==> src/rtl/sy_pkg.sv <==
// Shared fetch/predecode types and constants.
// Includes return-address-stack sizing.
package sy_pkg;

  typedef enum logic [2:0] {
    NORMAL,
    BRANCH,
    JUMP,
    JALR,
    CALL_JAL,
    CALL_JALR,
    RET
  } qdec_type_e;

  localparam int AWTH      = 32;
  localparam int RAS_DEPTH = 8;

  typedef logic [$clog2(RAS_DEPTH)-1:0] ras_ptr_t;

  function automatic logic qdec_is_call(qdec_type_e t);
    return (t == CALL_JAL) || (t == CALL_JALR);
  endfunction

  function automatic logic qdec_is_ret(qdec_type_e t);
    return t == RET;
  endfunction

endpackage

==> src/rtl/sy_ppl_ras_cnt.sv <==
// RAS top-of-stack pointer with saturating occupancy count.
// Next-state values are exported for same-cycle forwarding.
module sy_ppl_ras_cnt
  import sy_pkg::*;
#(
  parameter int DEPTH = RAS_DEPTH,
  parameter int PW    = $clog2(DEPTH),
  parameter int CW    = $clog2(DEPTH) + 1
) (
  input  logic          clk_i,
  input  logic          rst_ni,
  input  logic          push_i,
  input  logic          pop_i,
  input  logic          load_i,
  input  logic [PW-1:0] ld_ptr_i,
  input  logic [CW-1:0] ld_cnt_i,
  output logic [PW-1:0] ptr_o,
  output logic [CW-1:0] cnt_o,
  output logic [PW-1:0] ptr_d_o,
  output logic [CW-1:0] cnt_d_o
);

  logic [PW-1:0] ptr_q, ptr_d;
  logic [CW-1:0] cnt_q, cnt_d;

  always_comb begin
    ptr_d = ptr_q;
    cnt_d = cnt_q;
    if (load_i) begin
      ptr_d = ld_ptr_i;
      cnt_d = ld_cnt_i;
    end else if (push_i) begin
      ptr_d = ptr_q + PW'(1);
      // When full the oldest slot is overwritten; count stays saturated.
      if (cnt_q != CW'(DEPTH)) cnt_d = cnt_q + CW'(1);
    end else if (pop_i && (cnt_q != '0)) begin
      ptr_d = ptr_q - PW'(1);
      cnt_d = cnt_q - CW'(1);
    end
  end

  always_ff @(posedge clk_i or negedge rst_ni) begin
    if (!rst_ni) begin
      ptr_q <= '0;
      cnt_q <= '0;
    end else begin
      ptr_q <= ptr_d;
      cnt_q <= cnt_d;
    end
  end

  assign ptr_o   = ptr_q;
  assign cnt_o   = cnt_q;
  assign ptr_d_o = ptr_d;
  assign cnt_d_o = cnt_d;

endmodule

==> src/rtl/sy_ppl_ras.sv <==
// Return address stack for fetch: speculative push/pop,
// restored from a commit-side pointer copy on flush.
module sy_ppl_ras
  import sy_pkg::*;
#(
  parameter int DEPTH = RAS_DEPTH
) (
  input  logic             clk_i,
  input  logic             rst_ni,
  input  logic             flush_i,
  input  logic             valid_i,
  input  qdec_type_e       instr_type_i,
  input  logic             instr_is_c_i,
  input  logic [AWTH-1:0]  vaddr_i,
  output logic             ret_hit_o,
  output logic [AWTH-1:0]  ret_target_o,
  input  logic             commit_valid_i,
  input  qdec_type_e       commit_type_i,
  output logic             empty_o,
  output logic             full_o
);

  localparam int PW = $clog2(DEPTH);
  localparam int CW = $clog2(DEPTH) + 1;

  logic [AWTH-1:0] ent_q [DEPTH];

  logic [PW-1:0] spc_ptr_q, spc_ptr_d;
  logic [CW-1:0] spc_cnt_q, spc_cnt_d;
  logic [PW-1:0] cmt_ptr_q, cmt_ptr_d;
  logic [CW-1:0] cmt_cnt_q, cmt_cnt_d;

  logic f_push, f_pop, c_push, c_pop;
  logic [AWTH-1:0] link;

  // Flush wins over the fetch-side op in the same cycle.
  assign f_push = valid_i & qdec_is_call(instr_type_i) & ~flush_i;
  assign f_pop  = valid_i & qdec_is_ret(instr_type_i) & ~flush_i;
  assign c_push = commit_valid_i & qdec_is_call(commit_type_i);
  assign c_pop  = commit_valid_i & qdec_is_ret(commit_type_i);

  assign link = vaddr_i + (instr_is_c_i ? AWTH'(2) : AWTH'(4));

  sy_ppl_ras_cnt #(.DEPTH(DEPTH)) u_spc (
    .clk_i    (clk_i),
    .rst_ni   (rst_ni),
    .push_i   (f_push),
    .pop_i    (f_pop),
    .load_i   (flush_i),
    .ld_ptr_i (cmt_ptr_d),
    .ld_cnt_i (cmt_cnt_d),
    .ptr_o    (spc_ptr_q),
    .cnt_o    (spc_cnt_q),
    .ptr_d_o  (spc_ptr_d),
    .cnt_d_o  (spc_cnt_d)
  );

  sy_ppl_ras_cnt #(.DEPTH(DEPTH)) u_cmt (
    .clk_i    (clk_i),
    .rst_ni   (rst_ni),
    .push_i   (c_push),
    .pop_i    (c_pop),
    .load_i   (1'b0),
    .ld_ptr_i ('0),
    .ld_cnt_i ('0),
    .ptr_o    (cmt_ptr_q),
    .cnt_o    (cmt_cnt_q),
    .ptr_d_o  (cmt_ptr_d),
    .cnt_d_o  (cmt_cnt_d)
  );

  logic unused_cnt;
  assign unused_cnt = ^{cmt_ptr_q, cmt_cnt_q, spc_ptr_d, spc_cnt_d};

  always_ff @(posedge clk_i or negedge rst_ni) begin
    if (!rst_ni) begin
      for (int i = 0; i < DEPTH; i++) ent_q[i] <= '0;
    end else if (f_push) begin
      ent_q[spc_ptr_q] <= link;
    end
  end

  assign empty_o      = (spc_cnt_q == '0);
  assign full_o       = (spc_cnt_q == CW'(DEPTH));
  assign ret_target_o = ent_q[spc_ptr_q - PW'(1)];
  assign ret_hit_o    = valid_i & qdec_is_ret(instr_type_i) & ~empty_o;

endmodule

==> config.mk <==
export PLATFORM = sky130hd
export DESIGN_NAME = sy_ppl_ras
export DESIGN_NICKNAME = d
export VERILOG_FILES = /design/src/rtl/sy_pkg.sv /design/src/rtl/sy_ppl_ras_cnt.sv /design/src/rtl/sy_ppl_ras.sv
export SDC_FILE = /design/constraint.sdc
export NUM_CORES = 1
export LEC_CHECK = 0
export CORE_ASPECT_RATIO = 0.6
export CORE_UTILIZATION = 50
export DETAILED_ROUTE_END_ITERATION = 8
export PLACE_DENSITY = 0.69
export RECOVER_POWER = 25
export SLEW_MARGIN = 5
export SYNTH_ARGS = -nofsm -noshare
export SYNTH_HDL_FRONTEND = slang
export SYNTH_HIERARCHICAL = 1
export SYNTH_SLANG_ARGS = --single-unit
export TNS_END_PERCENT = 5
==> constraint.sdc <==
create_clock -name clk_i -period 2.6 [get_ports clk_i]
set_clock_uncertainty 0.05 [all_clocks]
set_input_delay 0.26 -clock clk_i [delete_from_list [all_inputs] [get_ports clk_i]]
set_output_delay 0.26 -clock clk_i [all_outputs]
set_load 0.005 [all_outputs]
Figure 1. Signal wires on met1.
Scale bar: 50 um.
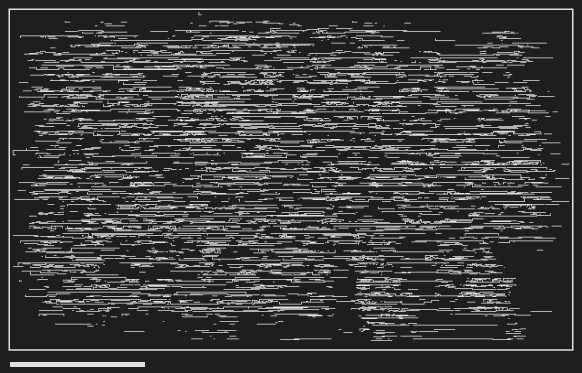
wire length on this layer = 15400 um
nets with wire on the layer = 1268
longest straight run = 34.5 um
share of all routed wire = 46%
main direction = horizontal

Figure 2. Wiring heat map.
Scale bar: 50 um. The die is cut into 21 by 13 equal tiles; black is low, pale yellow is high, scaled to the fullest tile. Values are wire area over tile area, all layers added.
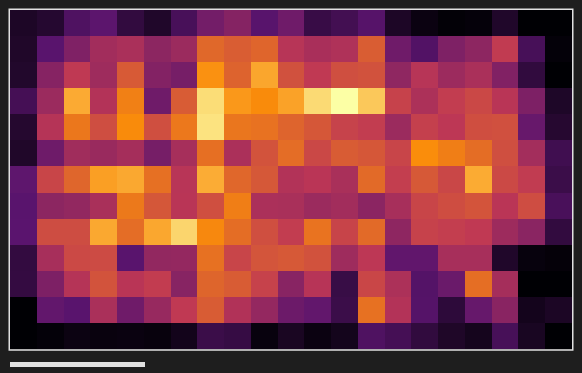
nearly empty tiles = 4.8%
fullest tile = 0.49
emptiest ninth of the die = lower right
tiles over half the peak = 40%
mean over tiles = 0.20

Figure 3. Cell area per tile.
Scale bar: 50 um. The die is cut into 21 by 13 equal tiles; black is low, pale yellow is high, 0 to 100% covered.
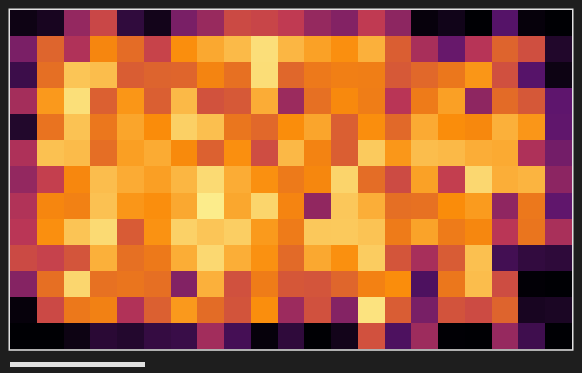
fullest tile = 96%
mean over tiles = 59%
nearly empty tiles = 5.1%
tiles over 75% full = 33%

==> changes_impl.md <==
### Metrics

* Chip area at 0.0263 sq mm
* Total grt overflow at 0
* Clock buffer depth at 3
* Mean number of vias per cell at 5.77
* Slew headroom at -0.310
* Min Hold Slack at 0.425 ns
* Max Freq at 0.358 GHz
* Layout cells sized above 1 at 0.252
* Area of the mapped netlist at 0.0128 sq mm
* Total CTS buffers at 26
* # hold bufs at CTS at 1
* Worst Path Arrival at 2.49 ns
* CP Capture Type: output pin
* Final GP Congestion at 0.802
* RSZ-0062 raised after global routing: true
* Log Warnings at 32
* Worst slew pin tran at 1.97 ns
* Drt wl/cell at 20.2 um
* Final worst-path cycle share at 1.08
* CTS tree: built
* Status: finished, violations left
* R2R depth at 8
* Reg clk slew, reported paths at 0.07 ns
* Min Tclk post-route at 2.80 ns
* Antenna Nets Post-Route at 0
* Pwr/cell area at 884 mW/mm^2
* Initial core utilization at 0.520
* Post-route setup slack at -0.196 ns
* Cts repair resizes at 170
* Ys cells at 1154
* Clk power at 3710 uW
* # setup viols final at 31
* Clock power share at 0.265
* Asr flop ratio synth at 1.00
* CP Max Fanout at 7
* Final wirelength at 33.2 mm
* Max Cap Viol at 1
* Mean Syn Cell Area at 11.1 sq um
* Top Consumer: registers
* DRC Markers at 0
* Cell area after layout at 0.0158 sq mm
* Post-synth cell types at 58
* DPL Wire Length at 20.9 mm
* Sw Share at 0.295
* Die H at 126 um
* Die Width at 209 um
* Nets at 1358
* Dpl cells at 1572
* H-Tree Depth at 1
* CTS sink cnt at 270
* Slew Limit Fails at 75
* Largest net degree at the start of global routing at 76
* Num ports at 79
* Via count at 9473
* WHS Path Cells at 2
* ANT cells at 0
* Fin util at 0.642
* Gr usage total at 0.263
* Comb. pwr at 4360 uW
* Hold Path Class: reg -> reg
* Main flop type: dfrtp_1
* P_sw at 4130 uW
* Mapped Cells at 1154
* Vias in the first global route at 9419
* P_seq at 5930 uW
* Final Hold Fails at 0
* Max VDD drop at 0.477 mV
* Synth flops at 270
* Initial antenna violation count at 0
* Core area at 0.0247 sq mm
* Cell-internal power at 9870 uW
* DR iter-0 viols at 817
* Setup Fix Bufs, Post-CTS at 15
* Flip-flops with a built-in enable at 0
* Critical path required time at 2.29 ns
* First-pass GRT wire length at 53.8 mm
* Logic pwr share at 0.311
* Synth Warn # at 6
* DRT Pass-1 Iters at 5
* WS Path Type: reg -> out
* Failing checks: capacitance limit, slew limit, setup timing
* Port bufs at 78
* Area Growth Syn to Fin at 23.5%
* Sequential area share after synthesis at 0.527
* YS chip area at 0.0128 sq mm
* Root buffer cell: clkbuf_16
* Layout Cells excl Fill at 1642
* Startpoint types: flop
* Pleak at 0.00711 uW
* Clk_lat worst skew at 0.55 ns
* Placed Area at 0.0145 sq mm
* Row cnt at 44
* Seq pwr share at 0.424
[worst paths after layout]
path                                start          endpoint  slack, ns
max                        u_spc/ptr_o[0]  ret_target_o[22]      -0.20
min                            ent_q[239]        ent_q[239]       0.42
max reg2reg                u_spc/ptr_o[0]    u_spc/ptr_o[1]       0.45
min reg2reg                    ent_q[239]        ent_q[239]       0.42
max in group asynchronous          rst_ni         ent_q[19]       0.35
min in group asynchronous          rst_ni    u_spc/cnt_o[2]       0.78
[state kept, by name, indices dropped and copies added, names as in the netlist]
register	cells
ent_q	256
u_cmt/cnt_o	4
u_spc/cnt_o	4
u_cmt/ptr_o	3
u_spc/ptr_o	3
[metal layers]
metal	GRT usage	wire length (um)
met1	0.395	15400
met3	0.0571	2330
met4	0.0541	539
met2	0.393	14900
met5	0	0
[worst max-delay path: stages, from the launching register on]
cell and delay (ns):
dfrtp_4 0.52, inv_4 0.08, ha_4 0.20, buf_12 0.15, buf_8 0.13, buf_16 0.14
mux4_2 0.29, mux2_4 0.29, buf_6 0.12
[logic make-up (layout without fill, tap and decap cells)]
kind of cell / after synthesis / in the layout / share of synthesized area
fa+ha+maj: 12 / 12 / 0.0123
xor+xnor: 40 / 40 / 0.0288
simple gates: 345 / 345 / 0.123
other cells: 1 / 13 / 0.000292
compound gates: 271 / 271 / 0.113
flops: 270 / 270 / 0.527
buf+inv: 93 / 247 / 0.0334
mux: 122 / 122 / 0.163
[through the flow]
stage | worst slack, ns | power [uW] | TNS (ns)
finish | -0.196 | 14000 | -3.41
global route | -0.241 | 14700 | -11.51
CTS | -0.191 | 14000 | -4.85
detailed placement | -0.0261 | 9710 | -0.109
global placement | 0.00272 | 9550 | 0
floorplan | 0.229 | 8120 | 0
[cell usage in the layout, fill, tap and decap left out, types with 14 or more instances in the layout]
| master | count |
|---|---|
| mux2_4 | 31 |
| mux4_2 | 64 |
| a21oi_1 | 122 |
| clkbuf_16 | 26 |
| mux2_2 | 25 |
| nand2_1 | 143 |
| inv_1 | 17 |
| xnor2_1 | 23 |
| o21ai_0 | 109 |
| nor2_1 | 123 |
| xor2_1 | 15 |
| buf_6 | 30 |
| buf_12 | 14 |
| clkdlybuf4s50_1 | 45 |
| buf_4 | 72 |
| dfrtp_1 | 269 |
| o21ai_1 | 16 |
[layout make-up]
cell class,count,area [sq um]
Fill cell,1912,8830
Clock buffer,39,769
Sequential cell,270,6760
Tap cell,322,403
Timing Repair Buffer,183,1910
Inverter,18,70.1
Clock inverter,7,48.8
Multi-Input combinational cell,803,5870
[Yosys cell counts, types with 4 or more instances]
library cell  count  share of area
and4_1            6         0.0041
dfrtp_1         270           0.53
a21oi_1         122          0.048
ha_1             11          0.011
o21ai_0         109          0.043
nand4_1           6         0.0029
nor3_1           12         0.0047
nor2b_1           4         0.0020
nand3_1          12         0.0047
xnor2_1          23          0.016
inv_1            18         0.0053
buf_2            30          0.012
mux4_2           64           0.11
nor4_1            4         0.0020
clkbuf_1         36          0.011
nand2_1         144          0.042
a21oi_2           6         0.0041
nor2_1          125          0.037
mux2_2           56          0.049
o21ai_1          16         0.0062
xor2_1           16          0.011
buf_4             5         0.0029
No activity file was given, so power comes from the tool's default toggle rates.
